--- src/rtl/ula_writeback.sv ---
// ula_writeback: ULA writeback stage with flag register, 2-entry write buffer and stall counter
module ula_writeback #(
    parameter int DATA_W  = 32,
    parameter int ADDR_W  = 5,
    parameter int STALL_W = 16
) (
    input  logic              clock,
    input  logic              reset_n,
    input  logic              in_valid,
    output logic              in_ready,
    input  logic [4:0]        in_opcode,
    input  logic [DATA_W-1:0] in_a,
    input  logic [DATA_W-1:0] in_b,
    input  logic [DATA_W-1:0] in_result,
    input  logic [ADDR_W-1:0] in_dest,
    input  logic              in_wr_en,
    input  logic              in_flag_en,
    output logic              wb_valid,
    input  logic              wb_ready,
    output logic [ADDR_W-1:0] wb_addr,
    output logic [DATA_W-1:0] wb_data,
    output logic [3:0]        flags,
    output logic [STALL_W-1:0] stall_cnt
);
    logic [1:0]        count;
    logic [ADDR_W-1:0] tail_addr;
    logic [DATA_W-1:0] tail_data;
    logic [DATA_W-1:0] x, y;
    logic              cin, arith, c_flag, v_flag;
    logic [DATA_W:0]   sum;
    logic [1:0]        count_next;
    logic              accept, push, pop;

    assign in_ready   = count < 2'd2;
    assign accept     = in_valid & in_ready;
    assign push       = accept & in_wr_en & (in_dest != '0);
    assign pop        = wb_valid & wb_ready;
    assign count_next = count + {1'b0, push} - {1'b0, pop};

    // Rebuild the adder inputs implied by the opcode and derive carry/overflow
    always_comb begin
        x     = in_a;
        y     = in_b;
        cin   = 1'b0;
        arith = 1'b1;
        case (in_opcode)
            5'b00000: begin y = in_b;    cin = 1'b0; end
            5'b00001: begin y = in_b;    cin = 1'b1; end
            5'b00011: begin y = '0;      cin = 1'b1; end
            5'b00101: begin y = ~in_b;   cin = 1'b1; end
            5'b00100: begin y = ~in_b;   cin = 1'b0; end
            5'b00110: begin y = '1;      cin = 1'b0; end
            default:  arith = 1'b0;
        endcase
        sum    = {1'b0, x} + {1'b0, y} + {{DATA_W{1'b0}}, cin};
        c_flag = arith ? sum[DATA_W] :
                 (in_opcode == 5'b01000) ? in_a[DATA_W-1] :
                 (in_opcode == 5'b01001) ? in_a[0] : 1'b0;
        v_flag = arith ? ((x[DATA_W-1] == y[DATA_W-1]) & (sum[DATA_W-1] != x[DATA_W-1])) :
                 (in_opcode == 5'b01000) ? (in_a[DATA_W-1] ^ in_a[DATA_W-2]) : 1'b0;
    end

    // Flag register loads on every accepted flag-updating op
    always_ff @(posedge clock or negedge reset_n) begin
        if (!reset_n)
            flags <= 4'b0000;
        else if (accept && in_flag_en)
            flags <= {in_result[DATA_W-1], in_result == '0, c_flag, v_flag};
    end

    // Two-slot FIFO: head lives directly in the wb_addr/wb_data output registers
    always_ff @(posedge clock or negedge reset_n) begin
        if (!reset_n) begin
            count     <= 2'd0;
            wb_valid  <= 1'b0;
            wb_addr   <= '0;
            wb_data   <= '0;
            tail_addr <= '0;
            tail_data <= '0;
        end else begin
            count    <= count_next;
            wb_valid <= count_next != 2'd0;
            if (pop && count == 2'd2) begin
                wb_addr <= tail_addr;
                wb_data <= tail_data;
            end else if (push && (count == 2'd0 || (count == 2'd1 && pop))) begin
                wb_addr <= in_dest;
                wb_data <= in_result;
            end
            if (push && count == 2'd1 && !pop) begin
                tail_addr <= in_dest;
                tail_data <= in_result;
            end
        end
    end

    // Saturating count of cycles where a pending write is refused
    always_ff @(posedge clock or negedge reset_n) begin
        if (!reset_n)
            stall_cnt <= '0;
        else if (wb_valid && !wb_ready && stall_cnt != '1)
            stall_cnt <= stall_cnt + 1'b1;
    end
endmodule

--- config.mk ---
export PLATFORM = sky130hd
export DESIGN_NAME = ula_writeback
export DESIGN_NICKNAME = d
export VERILOG_FILES = /design/src/rtl/ula_writeback.sv
export SDC_FILE = /design/constraint.sdc
export NUM_CORES = 1
export LEC_CHECK = 0
export ABC_AREA = 0
export CORE_MARGIN = 2
export CORE_UTILIZATION = 51
export DETAILED_ROUTE_END_ITERATION = 7
export PLACE_DENSITY = 0.86
export SLEW_MARGIN = 20
export SYNTH_ARGS = -nofsm -noshare
export SYNTH_HDL_FRONTEND = slang
export SYNTH_SLANG_ARGS = --single-unit
--- constraint.sdc ---
create_clock -name clock -period 5.2 [get_ports clock]
set_input_delay 1.04 -clock clock [delete_from_list [all_inputs] [get_ports clock]]
set_output_delay 1.04 -clock clock [all_outputs]
set_load 0.01 [all_outputs]
### Wire density map

The die is cut into 22 by 22 equal tiles; black is low, pale yellow is high, scaled to the fullest tile. Values are wire area over tile area, all layers added.
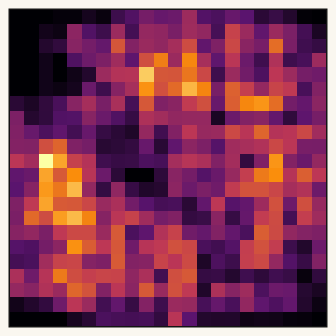
fullest tile	0.59
nearly empty tiles	5.6%
emptiest ninth of the die	top left
overall via count from detail_route: 4815
average wire per cell in the routed design: 16.9 µm
WL final: 14200 µm

### Gate-type map

The bar under the picture is 20 µm long.
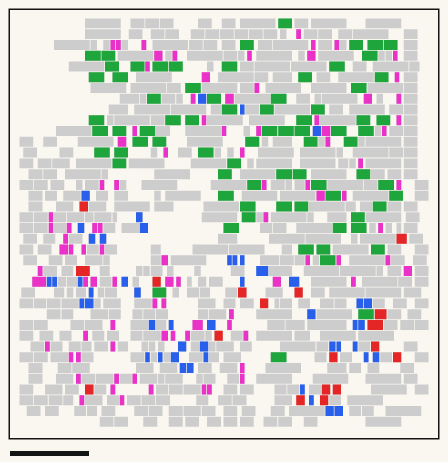
color	family	cells	most used
blue	NAND gates	48	nand2_1
red	AND and OR gates	18	and3_1
magenta	NOR gates	91	nor2_1
green	multiplexers	76	mux2i_1
fraction of standard cell area in multi-input logic: 0.394
Non-Filler Instances: 836
Top cell excl fill/tap: sky130_fd_sc_hd__clkdlybuf4s50_1

### Layout detail

The bar under the picture is 10 µm long. Region (42, 20) to (67, 45) µm. Cells in gray, sequential cells in the stronger gray; small squares are vias.
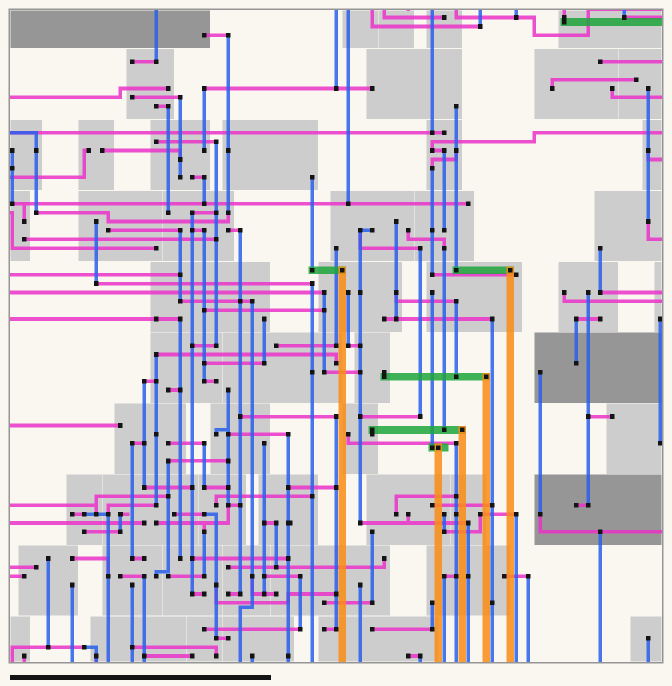
color	layer
magenta	met1
blue	met2
green	met3
orange	met4
cells with their middle in the window	46
most frequent	nor2_1 (5), nand2_1 (5), ha_1 (5)
sequential cells in the window	3

==> design notes <==
The iteration count recorded for the first detailed-route pass is 4. The post-synth tally of flip-flops with integrated enable works out to 0. With the number of clock sinks seen by CTS at 97, the setup-violating endpoint count in the final report is 0. With the flip-flop and latch count after synthesis at 97, the total number of yosys warnings is 0. The CTS root buffer was sky130_fd_sc_hd__clkbuf_8.

The buffer-and-inverter tally for the worst setup path works out to 1. For reference, the final report shows the hold violation count at 0. The worst-case register-to-register setup slack was 2630 ps; the maximum number of pins on one net before global-route repair was 57. The total I/O pin count was 171. Row generation in the floorplan step produced 38 rows. The run finished with clean final reports. The net count of the finished layout came out at 838. TritonCTS built the clock tree. The cell occurring most often along the worst timing path was sky130_fd_sc_hd__a21oi_1.

The number of gates resized after CTS was 0. The tools report the number of violations reported at the end of detailed-routing iteration 0 as 325. The final HPWL from detailed placement was 10900 µm. The area reported by Yosys stat is 0.00553 mm². The switching portion of total power was 0.346; the total power divided by cell area was 408 mW/mm². After global routing the overflow that remains totals 0. The run gives 0 as the initial antenna violation count.

The number of nets handed over by synthesis was 677. The element type at the critical path end was a register. The synthesis run shows the most used standard cells to be sky130_fd_sc_hd__dfrtp_1, sky130_fd_sc_hd__nor2_1, sky130_fd_sc_hd__a21oi_1. Proportion of netlist area held by the largest area contributor: 0.439.

The data required time reported for the critical path is 5430 ps. The finished cells cover 0.00752 mm². The worst setup path is launched from a primary input. The largest fanout on the critical path works out to 17. The run gives 0.00553 mm² for the cell area after synthesis. For the total track usage, the log shows 0.244.

The fraction of final layout cells sized beyond drive strength 1 works out to 0.0575. The internal power contribution is 0.00201 W, and the async set-reset flop share out of synthesis is 1.00. After detailed placement, the total cell area comes to 0.00733 mm². In this run the critical path is formed by clkdlybuf4s50_1, nor2b_1, nand2_1, nor2_1, o22a_1, ha_1, and3_1, a221o_1, a311oi_1, a21oi_1, o311ai_0, a21oi_1. With the final period demand of the worst path at 4240 ps, the maximum clock insertion buffer count is 2. Data arrives at the worst endpoint at 4480 ps.

The first global-routing pass estimated 22300 µm of wire. In the synthesized netlist the dominant register cell turns out to be sky130_fd_sc_hd__dfrtp_1. Broken down by cell family, the worst path's largest delay share belongs to AND-OR/OR-AND gates. The run gives 0.816 for the portion of the clock cycle consumed by the worst path in the final layout. Per the synthesis report, the dominant area consumer among library cells is sky130_fd_sc_hd__dfrtp_1. The pin closest to its max-slew limit shows a slew of 998 ps. The H-tree generated during clock tree synthesis spans 3 levels. The tools report the sequential fraction of design power as 0.418.

For the max-slew violation total from the final report, the log shows 0. For the setup TNS, the log shows 0 ps. Yosys stat counts 530 cells in the synthesized netlist. The analysis attributes to cell leakage a power of 3.36 nW.

With the floorplan-stage core utilization at 0.517, the number of port buffers is 170. The vertical die dimension works out to 108 µm. Power comes to 0.00307 W. Headroom to the max-slew limit: 0.334.

After its last routability iteration, the placer logged a weighted congestion of 0.865. After detailed routing, the number of vias per cell comes to 5.76. The detailed placer reported the number of placed instances as 820.

The run gives 530 for the gate count of the mapped netlist. The run gives 630 ps for the largest incremental delay on the critical path. After synthesis, the mean cell area works out to 10.4 µm².

For the number of global-route vias before repair, the log shows 4791. The count of maximum capacitance violations is 0. The logs give 0 for the number of routed nets with antenna violations and 9 for the number of buffers inserted during clock tree synthesis. Setup repair after global routing left no endpoint under its margin.

The slowest cell on the critical path is sky130_fd_sc_hd__clkdlybuf4s50_1. For reference, the clock transition at the flip-flops on the worst setup and hold paths is 80 ps. The overall die width came out at 108 µm. The register area share after synthesis came out at 0.439.
### Cell placement

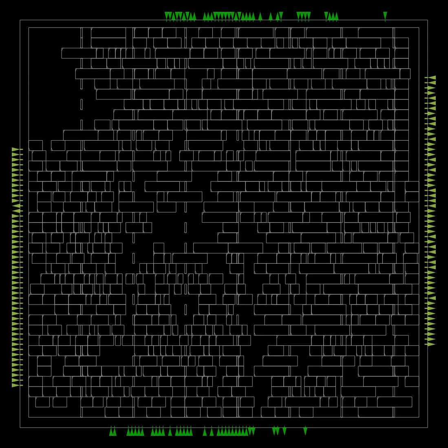
Finished Core Util: 0.703
sequential cell area share: 0.323
number of inserted filler cells in the final layout: 819
area of the core region: 0.0107 mm²
Well Taps: 140

### Clock network drawn from the DEF

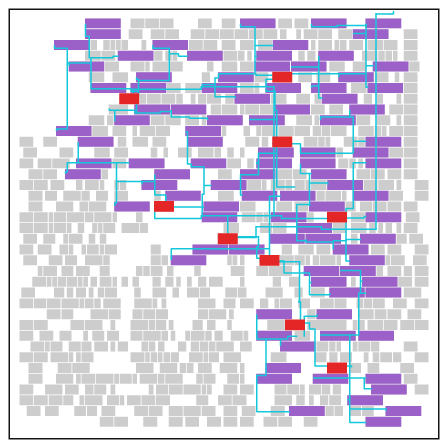
[cyan] clock wires | length: 1080 µm
[purple] flip-flops | count: 97
[red] cells driving clock nets | count: 9
routed clock nets	10
Post-Route Skew: 17.9 ps
clock latency on the worst-skew pair: 370 ps
clock network fraction of design power: 0.149
total clock network power: 0.000458 W

==> final cells by class <==
class	count	area [µm²]	area share
sequential	97	2430	0.323
timing repair buffer	177	1750	0.233
inverter	4	15.0	0.00200
multi-input combinational	402	2960	0.394
tap	140	175	0.0233
clock buffer	10	138	0.0183
clock inverter	6	48.8	0.00649
==> sequential cells by signal, summed over array words and instances, names as in the netlist <==
signal and flops:
count 2, flags 4, stall_cnt 16, tail_addr 5, tail_data 32, wb_addr 5
wb_data 32, wb_valid 1
==> kinds of logic (layout without fill, tap and decap cells) <==
logic type,after synthesis,after routing,share of synthesized area
compound gates,114,114,0.141
simple gates,157,157,0.134
fa+ha+maj,35,35,0.0792
xor+xnor,20,20,0.0317
buf+inv,31,197,0.0288
mux,76,76,0.146
flops,97,97,0.439
==> final timing paths <==
check	from	to	cells past startpoint
max in group asynchronous	reset_n	stall_cnt[2]	2
max	in_opcode[2]	flags[1]	12
max reg2reg	count[1]	wb_addr[2]	6
min	flags[3]	flags[3]	2
min in group asynchronous	reset_n	wb_data[20]	1
min reg2reg	flags[3]	flags[3]	2
==> cells in the final DEF (no fill, tap or decap), drive strengths merged, types with 10 or more instances in the layout <==
cell type      count
dfrtp             97
clkbuf            10
nand4             12
nor2              74
a21oi             52
ha                35
o22a              31
mux2i             38
nand2             20
clkdlybuf4s50    169
nand3             13
xnor2             17
mux2              38
==> worst reg2reg max path, stage by stage, from the launching register on <==
cell	delay, ps
sky130_fd_sc_hd__dfrtp_1	460
sky130_fd_sc_hd__nor2b_1	330
sky130_fd_sc_hd__o211ai_2	220
sky130_fd_sc_hd__o21ai_4	750
sky130_fd_sc_hd__buf_4	480
sky130_fd_sc_hd__nor2_1	110
sky130_fd_sc_hd__a21oi_1	150
==> layer usage <==
metal	routed length, µm	vias to the layer above	GRT usage
li1	-	2264	-
met1	5910	2320	0.316
met2	6730	192	0.389
met3	1030	39	0.0573
met4	484	0	0.109
met5	0	-	0
==> power groups by stage <==
| stage | logic, W | registers, W | clock network (W) |
|---|---|---|---|
| floorplan | 0.000627 | 0.00134 | 0 |
| global placement | 0.00128 | 0.00127 | 0 |
| detailed placement | 0.00133 | 0.00130 | 0 |
| global route | 0.00144 | 0.00132 | 0.000509 |
| CTS | 0.00134 | 0.00128 | 0.000475 |
| finish | 0.00133 | 0.00128 | 0.000458 |
==> metrics by stage <==
stage / hold WS [ps] / worst slack, ps
after floorplan: 464 / 1490
after global placement: 457 / 812
after detailed placement: 469 / 641
after CTS: 490 / 1020
after global routing: 499 / 631
final: 492 / 958
No activity file was given, so power comes from the tool's default toggle rates.
